## src/rtl/pipe_ctrl_pkg.sv

```systemverilog
// -----------------------------------------------------------------------------
// pipe_ctrl_pkg
//   Shared definitions for the pipeline controller and the hazard unit that
//   drives it: NOP encoding, stage bit indices of the pause/bubble vectors,
//   canned control patterns and the per-register operation decode.
// -----------------------------------------------------------------------------
package pipe_ctrl_pkg;

    localparam int          XLEN_DEF  = 32;
    localparam int          CNT_W     = 32;
    localparam int          NUM_STG   = 4;
    localparam logic [31:0] NOP_INSTR = 32'h0000_0013;   // addi x0,x0,0

    // Bit positions inside pipe_pause / pipe_bubble.
    localparam int STG_IFID  = 3;
    localparam int STG_IDEX  = 2;
    localparam int STG_EXMEM = 1;
    localparam int STG_MEMWB = 0;

    typedef logic [NUM_STG-1:0] stg_mask_t;

    // Patterns the hazard unit emits; both ends agree on the mapping here.
    localparam stg_mask_t PAUSE_NONE      = 4'b0000;
    localparam stg_mask_t BUBBLE_NONE     = 4'b0000;
    localparam stg_mask_t PAUSE_LOAD_USE  = 4'b1000;
    localparam stg_mask_t BUBBLE_LOAD_USE = 4'b0100;
    localparam stg_mask_t BUBBLE_REDIRECT = 4'b1100;

    typedef enum logic [1:0] {
        REG_ADVANCE = 2'd0,
        REG_HOLD    = 2'd1,
        REG_BUBBLE  = 2'd2
    } reg_op_t;

    // Bubble beats pause beats advance.
    function automatic reg_op_t reg_op(input logic pause, input logic bubble);
        if (bubble)     return REG_BUBBLE;
        else if (pause) return REG_HOLD;
        else            return REG_ADVANCE;
    endfunction

endpackage

```

## src/rtl/pipe_ctrl_if.sv

```systemverilog
// -----------------------------------------------------------------------------
// pipe_ctrl_if
//   Bundle between the hazard unit / fetch side (master) and pipe_ctrl (slave).
//   master drives: pc_pause, pipe_pause, pipe_bubble, redirect, redirect_pc,
//                  fetch_instr
//   slave drives : if_pc, {id,ex,mem,wb}_{valid,pc,instr}, stall_cnt,
//                  flush_cnt, proto_err
// -----------------------------------------------------------------------------
interface pipe_ctrl_if
    import pipe_ctrl_pkg::*;
#(
    parameter int XLEN = XLEN_DEF
);
    logic             pc_pause;
    stg_mask_t        pipe_pause;
    stg_mask_t        pipe_bubble;
    logic             redirect;
    logic [XLEN-1:0]  redirect_pc;
    logic [XLEN-1:0]  fetch_instr;

    logic [XLEN-1:0]  if_pc;
    logic             id_valid,  ex_valid,  mem_valid,  wb_valid;
    logic [XLEN-1:0]  id_pc,     ex_pc,     mem_pc,     wb_pc;
    logic [XLEN-1:0]  id_instr,  ex_instr,  mem_instr,  wb_instr;
    logic [CNT_W-1:0] stall_cnt;
    logic [CNT_W-1:0] flush_cnt;
    logic             proto_err;

    modport master (
        output pc_pause, pipe_pause, pipe_bubble, redirect, redirect_pc, fetch_instr,
        input  if_pc,
        input  id_valid, id_pc, id_instr, ex_valid, ex_pc, ex_instr,
        input  mem_valid, mem_pc, mem_instr, wb_valid, wb_pc, wb_instr,
        input  stall_cnt, flush_cnt, proto_err
    );

    modport slave (
        input  pc_pause, pipe_pause, pipe_bubble, redirect, redirect_pc, fetch_instr,
        output if_pc,
        output id_valid, id_pc, id_instr, ex_valid, ex_pc, ex_instr,
        output mem_valid, mem_pc, mem_instr, wb_valid, wb_pc, wb_instr,
        output stall_cnt, flush_cnt, proto_err
    );

endinterface

```

## src/rtl/pipe_ctrl_pipe_reg.sv

```systemverilog
// -----------------------------------------------------------------------------
// pipe_reg
//   One pipeline-register control set (valid / pc / instr).
//   clk, rst         : clock, synchronous active-high reset
//   pause, bubble    : hold / NOP-insert for this register (bubble wins)
//   in_valid/pc/instr: values offered by the upstream stage
//   valid/pc/instr   : registered outputs
// -----------------------------------------------------------------------------
module pipe_reg
    import pipe_ctrl_pkg::*;
#(
    parameter int              XLEN = XLEN_DEF,
    parameter logic [XLEN-1:0] NOP  = XLEN'(NOP_INSTR)
) (
    input  logic            clk,
    input  logic            rst,
    input  logic            pause,
    input  logic            bubble,
    input  logic            in_valid,
    input  logic [XLEN-1:0] in_pc,
    input  logic [XLEN-1:0] in_instr,
    output logic            valid,
    output logic [XLEN-1:0] pc,
    output logic [XLEN-1:0] instr
);

    // NOTE: non-blocking assignments, so every register in the chain samples
    // its neighbour's pre-edge value and the pipeline shifts by exactly one.
    always_ff @(posedge clk) begin
        if (rst) begin
            valid <= 1'b0;
            pc    <= '0;
            instr <= NOP;
        end else begin
            case (reg_op(pause, bubble))
                REG_BUBBLE: begin
                    valid <= 1'b0;
                    pc    <= '0;
                    instr <= NOP;
                end
                REG_HOLD: begin
                    valid <= valid;
                    pc    <= pc;
                    instr <= instr;
                end
                default: begin
                    valid <= in_valid;
                    pc    <= in_pc;
                    instr <= in_instr;
                end
            endcase
        end
    end

endmodule

```

## src/rtl/pipe_ctrl.sv

```systemverilog
// -----------------------------------------------------------------------------
// pipe_ctrl
//   Owns the PC and the IF/ID, ID/EX, EX/MEM, MEM/WB control sets, driven by
//   the hazard unit's pause/bubble/redirect controls. Keeps stall and flush
//   cycle counters and a sticky flag for illegal control combinations.
//   clk, rst : clock, synchronous active-high reset
//   bus      : pipe_ctrl_if.slave (controls and fetch data in; PC, stage
//              registers, counters and proto_err out)
// -----------------------------------------------------------------------------
module pipe_ctrl
    import pipe_ctrl_pkg::*;
#(
    parameter int              XLEN     = XLEN_DEF,
    parameter logic [XLEN-1:0] RESET_PC = '0,
    parameter logic [XLEN-1:0] NOP      = XLEN'(NOP_INSTR)
) (
    input  logic        clk,
    input  logic        rst,
    pipe_ctrl_if.slave  bus
);

    logic [XLEN-1:0]  pc_q;
    logic [XLEN-1:0]  pc_next;
    logic [CNT_W-1:0] stall_cnt_q;
    logic [CNT_W-1:0] flush_cnt_q;
    logic             proto_err_q;
    logic             err_now;

    // Stage state, indexed by the same bit numbering as pipe_pause.
    logic [NUM_STG-1:0] stg_valid;
    logic [XLEN-1:0]    stg_pc    [NUM_STG];
    logic [XLEN-1:0]    stg_instr [NUM_STG];

    // ---------------------------------------------------------------- PC
    // NOTE: pc_next gets its default before any condition, so every path
    // assigns it and no latch is inferred.
    always_comb begin
        pc_next = pc_q + XLEN'(4);
        if (bus.redirect)      pc_next = bus.redirect_pc;   // beats pc_pause
        else if (bus.pc_pause) pc_next = pc_q;
    end

    always_ff @(posedge clk) begin
        if (rst) pc_q <= RESET_PC;
        else     pc_q <= pc_next;
    end

    // ----------------------------------------------------- stage registers
    for (genvar b = 0; b < NUM_STG; b++) begin : g_stg
        logic            up_valid;
        logic [XLEN-1:0] up_pc;
        logic [XLEN-1:0] up_instr;

        if (b == STG_IFID) begin : g_src_fetch
            assign up_valid = 1'b1;
            assign up_pc    = pc_q;
            assign up_instr = bus.fetch_instr;
        end else begin : g_src_stage
            assign up_valid = stg_valid[b+1];
            assign up_pc    = stg_pc[b+1];
            assign up_instr = stg_instr[b+1];
        end

        pipe_reg #(
            .XLEN (XLEN),
            .NOP  (NOP)
        ) u_reg (
            .clk      (clk),
            .rst      (rst),
            .pause    (bus.pipe_pause[b]),
            .bubble   (bus.pipe_bubble[b]),
            .in_valid (up_valid),
            .in_pc    (up_pc),
            .in_instr (up_instr),
            .valid    (stg_valid[b]),
            .pc       (stg_pc[b]),
            .instr    (stg_instr[b])
        );
    end

    // ------------------------------------------------------ protocol check
    // Upstream of IF/ID is the PC itself; downstream of MEM/WB is retirement,
    // which can never back-pressure, so that position is always treated as ok.
    stg_mask_t up_hold;
    stg_mask_t dn_ok;

    assign up_hold = {bus.pc_pause, bus.pipe_pause[NUM_STG-1:1]};
    assign dn_ok   = {bus.pipe_pause[NUM_STG-2:0] | bus.pipe_bubble[NUM_STG-2:0], 1'b1};

    assign err_now = (|(bus.pipe_pause & bus.pipe_bubble))             // conflicting controls
                   | (|(bus.pipe_pause & ~up_hold))                    // upstream overruns held reg
                   | (|(bus.pipe_pause & ~dn_ok))                      // held reg issued twice
                   | (bus.redirect &
                      ~(bus.pipe_bubble[STG_IFID] & bus.pipe_bubble[STG_IDEX]));  // wrong-path leak

    // ------------------------------------------------ counters and sticky flag
    always_ff @(posedge clk) begin
        if (rst) begin
            stall_cnt_q <= '0;
            flush_cnt_q <= '0;
            proto_err_q <= 1'b0;
        end else begin
            if (bus.pc_pause) stall_cnt_q <= stall_cnt_q + CNT_W'(1);
            if (bus.redirect) flush_cnt_q <= flush_cnt_q + CNT_W'(1);
            proto_err_q <= proto_err_q | err_now;
        end
    end

    // ------------------------------------------------------------- outputs
    assign bus.if_pc     = pc_q;
    assign bus.id_valid  = stg_valid[STG_IFID];
    assign bus.id_pc     = stg_pc[STG_IFID];
    assign bus.id_instr  = stg_instr[STG_IFID];
    assign bus.ex_valid  = stg_valid[STG_IDEX];
    assign bus.ex_pc     = stg_pc[STG_IDEX];
    assign bus.ex_instr  = stg_instr[STG_IDEX];
    assign bus.mem_valid = stg_valid[STG_EXMEM];
    assign bus.mem_pc    = stg_pc[STG_EXMEM];
    assign bus.mem_instr = stg_instr[STG_EXMEM];
    assign bus.wb_valid  = stg_valid[STG_MEMWB];
    assign bus.wb_pc     = stg_pc[STG_MEMWB];
    assign bus.wb_instr  = stg_instr[STG_MEMWB];
    assign bus.stall_cnt = stall_cnt_q;
    assign bus.flush_cnt = flush_cnt_q;
    assign bus.proto_err = proto_err_q;

endmodule

```

## src/flat_wrapper.sv

```systemverilog
// flat-port wrapper written by rule: the top's interface ports become plain ports
module pipe_ctrl_flat import pipe_ctrl_pkg::*;
#(
    parameter int              XLEN     = XLEN_DEF,
    parameter logic [XLEN-1:0] RESET_PC = '0,
    parameter logic [XLEN-1:0] NOP      = XLEN'(NOP_INSTR)
)
  (clk, rst, bus_pc_pause, bus_pipe_pause, bus_pipe_bubble, bus_redirect, bus_redirect_pc, bus_fetch_instr, bus_if_pc, bus_id_valid, bus_id_pc, bus_id_instr, bus_ex_valid, bus_ex_pc, bus_ex_instr, bus_mem_valid, bus_mem_pc, bus_mem_instr, bus_wb_valid, bus_wb_pc, bus_wb_instr, bus_stall_cnt, bus_flush_cnt, bus_proto_err);
  pipe_ctrl_if #(.XLEN(XLEN)) bus_i ();
  input  logic clk;
  input  logic rst;
  input wire logic [$bits(bus_i.pc_pause)-1:0] bus_pc_pause;
  input wire logic [$bits(bus_i.pipe_pause)-1:0] bus_pipe_pause;
  input wire logic [$bits(bus_i.pipe_bubble)-1:0] bus_pipe_bubble;
  input wire logic [$bits(bus_i.redirect)-1:0] bus_redirect;
  input wire logic [$bits(bus_i.redirect_pc)-1:0] bus_redirect_pc;
  input wire logic [$bits(bus_i.fetch_instr)-1:0] bus_fetch_instr;
  output wire logic [$bits(bus_i.if_pc)-1:0] bus_if_pc;
  output wire logic [$bits(bus_i.id_valid)-1:0] bus_id_valid;
  output wire logic [$bits(bus_i.id_pc)-1:0] bus_id_pc;
  output wire logic [$bits(bus_i.id_instr)-1:0] bus_id_instr;
  output wire logic [$bits(bus_i.ex_valid)-1:0] bus_ex_valid;
  output wire logic [$bits(bus_i.ex_pc)-1:0] bus_ex_pc;
  output wire logic [$bits(bus_i.ex_instr)-1:0] bus_ex_instr;
  output wire logic [$bits(bus_i.mem_valid)-1:0] bus_mem_valid;
  output wire logic [$bits(bus_i.mem_pc)-1:0] bus_mem_pc;
  output wire logic [$bits(bus_i.mem_instr)-1:0] bus_mem_instr;
  output wire logic [$bits(bus_i.wb_valid)-1:0] bus_wb_valid;
  output wire logic [$bits(bus_i.wb_pc)-1:0] bus_wb_pc;
  output wire logic [$bits(bus_i.wb_instr)-1:0] bus_wb_instr;
  output wire logic [$bits(bus_i.stall_cnt)-1:0] bus_stall_cnt;
  output wire logic [$bits(bus_i.flush_cnt)-1:0] bus_flush_cnt;
  output wire logic [$bits(bus_i.proto_err)-1:0] bus_proto_err;
  assign bus_i.pc_pause = bus_pc_pause;
  assign bus_i.pipe_pause = bus_pipe_pause;
  assign bus_i.pipe_bubble = bus_pipe_bubble;
  assign bus_i.redirect = bus_redirect;
  assign bus_i.redirect_pc = bus_redirect_pc;
  assign bus_i.fetch_instr = bus_fetch_instr;
  assign bus_if_pc = bus_i.if_pc;
  assign bus_id_valid = bus_i.id_valid;
  assign bus_id_pc = bus_i.id_pc;
  assign bus_id_instr = bus_i.id_instr;
  assign bus_ex_valid = bus_i.ex_valid;
  assign bus_ex_pc = bus_i.ex_pc;
  assign bus_ex_instr = bus_i.ex_instr;
  assign bus_mem_valid = bus_i.mem_valid;
  assign bus_mem_pc = bus_i.mem_pc;
  assign bus_mem_instr = bus_i.mem_instr;
  assign bus_wb_valid = bus_i.wb_valid;
  assign bus_wb_pc = bus_i.wb_pc;
  assign bus_wb_instr = bus_i.wb_instr;
  assign bus_stall_cnt = bus_i.stall_cnt;
  assign bus_flush_cnt = bus_i.flush_cnt;
  assign bus_proto_err = bus_i.proto_err;
  pipe_ctrl #(.XLEN(XLEN), .RESET_PC(RESET_PC), .NOP(NOP)) u_core (.clk(clk), .rst(rst), .bus(bus_i));
endmodule
```

## config.mk

```make
export PLATFORM = sky130hd
export DESIGN_NAME = pipe_ctrl_flat
export DESIGN_NICKNAME = d
export VERILOG_FILES = /design/src/rtl/pipe_ctrl_pkg.sv /design/src/rtl/pipe_ctrl_if.sv /design/src/rtl/pipe_ctrl_pipe_reg.sv /design/src/rtl/pipe_ctrl.sv /design/src/flat_wrapper.sv
export SDC_FILE = /design/constraint.sdc
export NUM_CORES = 1
export LEC_CHECK = 0
export CAP_MARGIN = 10
export CORE_ASPECT_RATIO = 0.6
export CORE_MARGIN = 2
export CORE_UTILIZATION = 45
export CTS_BUF_LIST = sky130_fd_sc_hd__clkbuf_2 sky130_fd_sc_hd__clkbuf_4 sky130_fd_sc_hd__clkbuf_8
export DETAILED_ROUTE_END_ITERATION = 8
export MAX_ROUTING_LAYER = met4
export PLACE_DENSITY = 0.78
export SLEW_MARGIN = 10
export SYNTH_ARGS = -nofsm -noshare
export SYNTH_HDL_FRONTEND = slang
export SYNTH_HIERARCHICAL = 1
export SYNTH_SLANG_ARGS = --single-unit
```

## constraint.sdc

```tcl
create_clock -name clk -period 3.2 [get_ports clk]
set_clock_uncertainty 0.05 [all_clocks]
set_input_delay 0.64 -clock clk [delete_from_list [all_inputs] [get_ports clk]]
set_output_delay 0.64 -clock clk [all_outputs]
set_load 0.01 [all_outputs]
```

Routed clock nets over the placement:
Bar = 50 um.
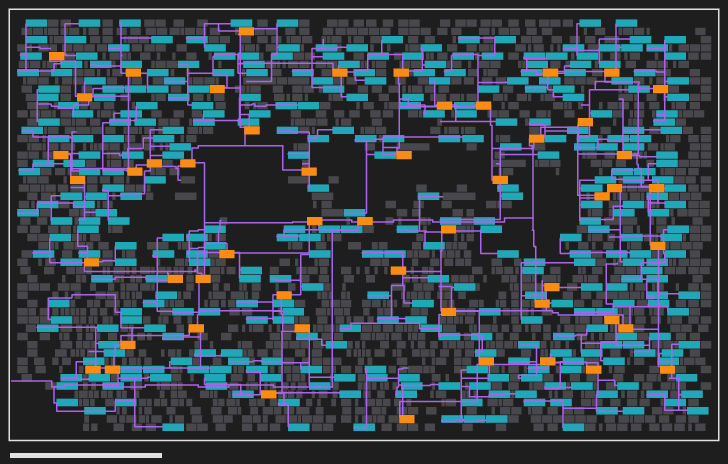
Purple marks clock wires, length 4630 um. Orange marks clock drivers, count 53. Cyan marks flip-flops, count 357.
Position of the flops: widely spread. There are 54 routed clock nets.
clock share of power: 44.0%
Power Clock: 0.00418 W

Sizing map:
Bar = 50 um.
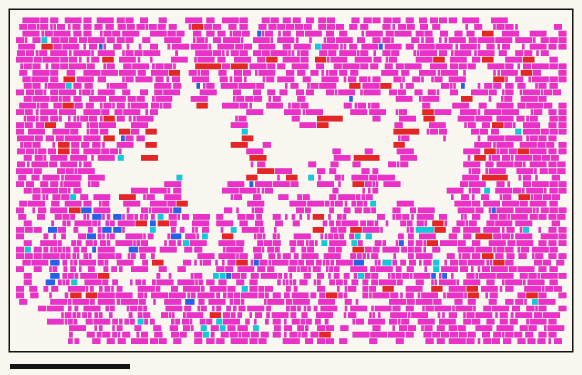
Red marks _6 and larger, cells 78. Cyan marks _3 and _4 cells, cells 38. Blue marks _2 cells, cells 31. Magenta marks _0 and _1 cells, cells 1749.
finished layout cell area: 19970 um2
final critical-path setup slack: 0.6606 ns
area added between synthesis and finish: 40.40%
Non-Clock Buffer Count: 457

==> results_dict.tcl <==
# yosys + openroad results
set metrics [dict create \
    finalSetupViolCount 0 \
    post-route-min-period_ns 2.539 \
    sh_seq_area_pct 35.80 \
    inverters_excl_clock 22 \
    regArea_um2 7147 \
    top_cell "dfxtp_1" \
    die-width_um 233.5 \
    mostFrequentLayoutCell "clkdlybuf4s50_1" \
    run_status "finished clean" \
    lay_top_cells "clkdlybuf4s50_1 (427), dfxtp_1 (357), nor2_1 (319), mux2i_1 (265), clkbuf_8 (66)" \
    path_max_fanout 8 \
    drt_wl_total_um 46740 \
    timing.hold.worst_endpoint "u_core/g_stg[0].u_reg/instr[30]" \
    synthTopCellsByArea "dfxtp_1 (50%), mux2i_1 (19%), nor2_1 (8.4%)" \
    synthDistinctLibCells 52 \
    cts_htree_levels 2 \
    reg.largest.list "u_core/g_stg.u_reg/instr: 128 flops, u_core/g_stg.u_reg/pc: 128 flops" \
    async_flop_share_pct 0 \
    crit_path_cell_trace "clkdlybuf4s50_1" \
    num_vias 12650 \
    globalRouteTotalUtil_pct 28.00 \
    clkbuf_count 77 \
    ys_area_um2 14220 \
    detail-route-antenna-nets 0 \
    count_of_synthesis_stage_warnings_from_yosys 6 \
    kind_of_cell_adding_the_most_delay_to_the_critical_path "buffers and inverters" \
    port_buffers 432 \
    buffers_inserted_by_post_cts_timing_repair 0 \
    num-fill-cells 2464 \
    comb-cell-share_pct 32.11 \
    taps 416 \
    final_min_period_over_clock_period_pct 79.36 \
    initial_utilization_pct 45.64 \
    cts_tree "built" \
    antenna_found_initial 5 \
    placement.setup.worst_slack_ns 0.3103 \
    use_met3_pct 6.371 \
    edf_count 0 \
]
routing by layer:
metal	vias to the layer above	share of wire (%)
met2	567	45
met1	6106	44
met3	89	8.1
li1	5884	-
met4	0	2.5
met5	-	0
worst max path at each step:
stage	from	end	cells past startpoint
floorplan	bus_pc_pause	u_core/bus.stall_cnt[14]	6
global placement	bus_pc_pause	u_core/bus.stall_cnt[28]	5
detailed placement	bus_pc_pause	u_core/bus.if_pc[27]	6
CTS	u_core/bus.if_pc[11]	bus_if_pc[11]	1
global route	u_core/bus.if_pc[11]	bus_if_pc[11]	1
finish	u_core/bus.if_pc[11]	bus_if_pc[11]	1
through the flow:
step	power [W]	instances	util, %	hold WS, ns
after floorplan	0.005052	1433	-	0.4459
after global placement	0.005390	2218	60.17	0.4121
after detailed placement	0.005406	2218	60.17	0.4347
after CTS	0.009574	2312	64.04	0.3981
after global routing	0.009840	2317	64.08	0.4354
final	0.009489	2317	64.08	0.4410
cell families (layout without fill, tap and decap cells):
group / count (synthesis) / after routing / share of synthesized area (%)
multiplexers: 274 / 274 / 19.37
flip-flops: 357 / 357 / 50.26
AND/OR/NAND/NOR: 537 / 537 / 17.91
other: 1 / 6 / 0.02637
AND-OR/OR-AND: 120 / 120 / 5.605
XOR/XNOR: 31 / 31 / 1.909
buffers and inverters: 110 / 573 / 4.663
adder cells (fa/ha/maj): 3 / 3 / 0.2640
worst reg2reg max path, stage by stage, from the launching register on:
cell and delay [ns]:
dfxtp_1 0.49, nand4_2 0.21, or4_1 0.84, or4_1 0.59, a21oi_1 0.16
power by group:
part           internal [W]  switching [W]
logic              0.000343       0.000370
clock network       0.00239        0.00179
registers           0.00451      0.0000917
total               0.00724        0.00225
Power is estimated from default activity; no workload was simulated.
